--- config.mk ---
export PLATFORM = sky130hd
export DESIGN_NAME = mem_copy_engine
export DESIGN_NICKNAME = d
export VERILOG_FILES = /design/src/rtl/mem_pkg.sv /design/src/rtl/mem_copy_engine.sv
export SDC_FILE = /design/constraint.sdc
export NUM_CORES = 1
export LEC_CHECK = 0
export ABC_AREA = 0
export CAP_MARGIN = 40
export CORE_ASPECT_RATIO = 0.75
export CORE_UTILIZATION = 35
export DETAILED_ROUTE_END_ITERATION = 10
export GPL_TIMING_DRIVEN = 1
export SLEW_MARGIN = 20
export SYNTH_ARGS = -nofsm -noshare
export SYNTH_HDL_FRONTEND = slang
export SYNTH_SLANG_ARGS = --single-unit
export TNS_END_PERCENT = 100
--- constraint.sdc ---
create_clock -name clk -period 3 [get_ports clk]
set_input_delay 0.3 -clock clk [delete_from_list [all_inputs] [get_ports clk]]
set_output_delay 0.3 -clock clk [all_outputs]
set_load 0.005 [all_outputs]
--- src/rtl/mem_pkg.sv ---
// rtl/mem_pkg.sv - shared memory-port widths, word types and copy FSM states
package mem_pkg;

  localparam int MEM_AW     = 8;
  localparam int MEM_DW     = 16;
  localparam int MEM_RD_LAT = 1;

  typedef logic [MEM_AW-1:0] mem_addr_t;
  typedef logic [MEM_DW-1:0] mem_data_t;

  typedef enum logic [2:0] {
    IDLE,
    RD,
    WAIT,
    WR,
    FIN
  } copy_state_t;

endpackage

--- src/rtl/mem_copy_engine.sv ---
// rtl/mem_copy_engine.sv - forward word-by-word copy over a single memory port
//   clk, rst            : clock, synchronous active-high reset
//   start               : request, only honoured in IDLE
//   src_addr, dst_addr  : first source / destination word
//   len                 : word count 0..2**AW
//   busy, done, count   : status (registered)
//   address, wd, wen    : memory request (registered)
//   rd                  : memory read data
module mem_copy_engine
  import mem_pkg::*;
#(
  parameter int AW     = MEM_AW,
  parameter int DW     = MEM_DW,
  parameter int RD_LAT = MEM_RD_LAT
) (
  input  logic          clk,
  input  logic          rst,
  input  logic          start,
  input  logic [AW-1:0] src_addr,
  input  logic [AW-1:0] dst_addr,
  input  logic [AW:0]   len,
  output logic          busy,
  output logic          done,
  output logic [AW:0]   count,
  output logic [AW-1:0] address,
  output logic [DW-1:0] wd,
  output logic          wen,
  input  logic [DW-1:0] rd
);

  localparam int WCW = (RD_LAT > 1) ? $clog2(RD_LAT) : 1;

  copy_state_t   state;
  logic [AW-1:0] src_q;
  logic [AW-1:0] dst_q;
  logic [AW:0]   len_q;
  logic [WCW-1:0] wait_cnt;

  always_ff @(posedge clk) begin
    if (rst) begin
      state    <= IDLE;
      address  <= '0;
      wd       <= '0;
      wen      <= 1'b0;
      busy     <= 1'b0;
      done     <= 1'b0;
      count    <= '0;
      src_q    <= '0;
      dst_q    <= '0;
      len_q    <= '0;
      wait_cnt <= '0;
    end else begin
      // wen and done are single-cycle; only the transition into WR / FIN raises them.
      wen  <= 1'b0;
      done <= 1'b0;
      case (state)
        IDLE: begin
          if (start) begin
            src_q <= src_addr;
            dst_q <= dst_addr;
            len_q <= len;
            count <= '0;
            if (len != '0) begin
              state   <= RD;
              busy    <= 1'b1;
              address <= src_addr;
            end else begin
              state <= FIN;
              done  <= 1'b1;
            end
          end
        end
        RD: begin
          state    <= WAIT;
          wait_cnt <= '0;
        end
        WAIT: begin
          if (wait_cnt == WCW'(RD_LAT - 1)) begin
            // wd doubles as the captured-word register, so the write
            // request is fully formed on the edge that leaves WAIT.
            state   <= WR;
            wd      <= rd;
            address <= dst_q + count[AW-1:0];
            wen     <= 1'b1;
          end else begin
            wait_cnt <= wait_cnt + 1'b1;
          end
        end
        WR: begin
          count <= count + 1'b1;
          if (count + 1'b1 == len_q) begin
            state <= FIN;
            done  <= 1'b1;
            busy  <= 1'b0;
          end else begin
            state   <= RD;
            address <= src_q + count[AW-1:0] + 1'b1;
          end
        end
        FIN: begin
          state <= IDLE;
        end
        default: begin
          state <= IDLE;
        end
      endcase
    end
  end

endmodule

Figure 1. Pin placement.
(4 px per um) Pins as bars across the die edge, other pins in grey.
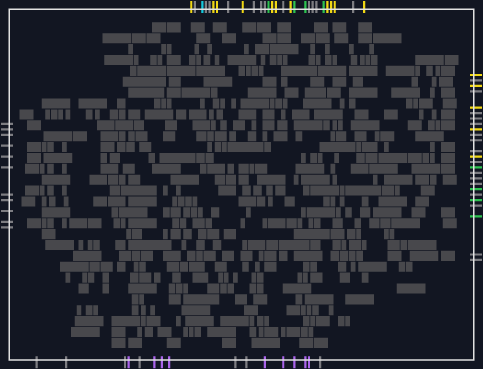
[src_addr] green | pins: 8 | direction: input | edge: 4 right, 4 top
[len] purple | pins: 9 | direction: input | edge: bottom
[wen] cyan | pins: 1 | direction: output | edge: top
[wd] yellow | pins: 16 | direction: output | edge: 11 top, 5 right
Port Buffers: 79
Die Y: 87.3 um
Die X: 116 um

==> impl_metrics.json <==
{
  "status": "complete, no violations",
  "r2r_slack_ns": 0.30,
  "timing.rr.start": "count[0]",
  "pwr-share-comb": 0.221,
  "simple_gate_share": 0.231,
  "pg_comb_w": 0.000607,
  "fin_crit_ns": 2.70,
  "synthTopCellsByArea": "dfxtp_1, nand2_1, a21oi_1",
  "tool_warnings": 26,
  "initial_core_util": 0.368,
  "dr_total_vias": 3269,
  "power.internal_w": 0.00196,
  "track_usage": 0.196,
  "ys.flop_type": "dfxtp_1",
  "cp.arrival_ns": 2.95,
  "fin_hold_ws_ns": 0.191,
  "post_cts_buffers": 0,
  "ys_chip_area_sq_mm": 0.00340,
  "seqCellArea_sq_mm": 0.00128,
  "layout_top_cells": "nand2_1, clkdlybuf4s50_1, dfxtp_1",
  "comb_share": 0.422,
  "clk_share": 0.0693,
  "fillers": 939,
  "fin_skew_ns": 0.00657,
  "edf_count": 0,
  "hpwl_mm": 6.81,
  "met3_usage": 0.0418,
  "pg_clk_w": 0.00113,
  "nonClkBufAreaFrac": 0.191,
  "synth_warnings": 0,
  "final-comb-area_sq_mm": 0.00196,
  "p_total_w": 0.00274,
  "fin_setup_tns_ns": 0,
  "hold_viol_final": 0,
  "ys_sh_xor": 0.0490,
  "grt.busiest_layer": "met1",
  "p_switching_w": 0.000783,
  "hold_buffers": 0,
  "crit_start": "count[0]",
  "post-route-period-util": 0.901,
  "critPathTopFamily": "AND-OR/OR-AND gates",
  "crit_path_end": "address[6]",
  "grt_max_degree": 46,
  "cts_resized": 0,
  "worstHoldStart": "rst",
  "wl_met3_um": 658,
  "clock_sinks": 64,
  "cts-root-buf": "clkbuf_16",
  "setup_ws_ns": 0.296,
  "clkPwrFrac": 0.410,
  "path_class": "reg2reg",
  "adder_share": 0.0671
}
Figure 2. Cell placement.
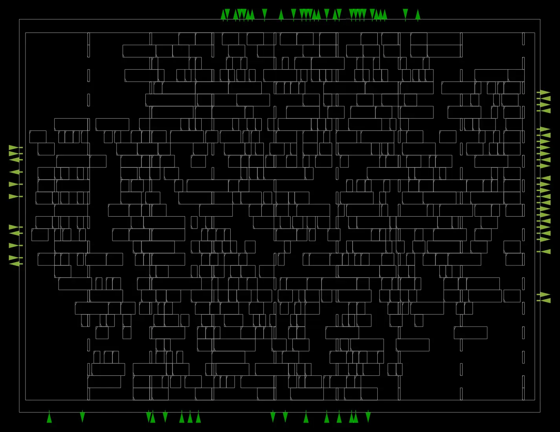
Tap Cells: 128
Seq/total area: 0.276
placement row count: 30
Layout Cells excl Fill: 642
core area: 0.00923 sq mm

Power and IR drop assume default switching activity.
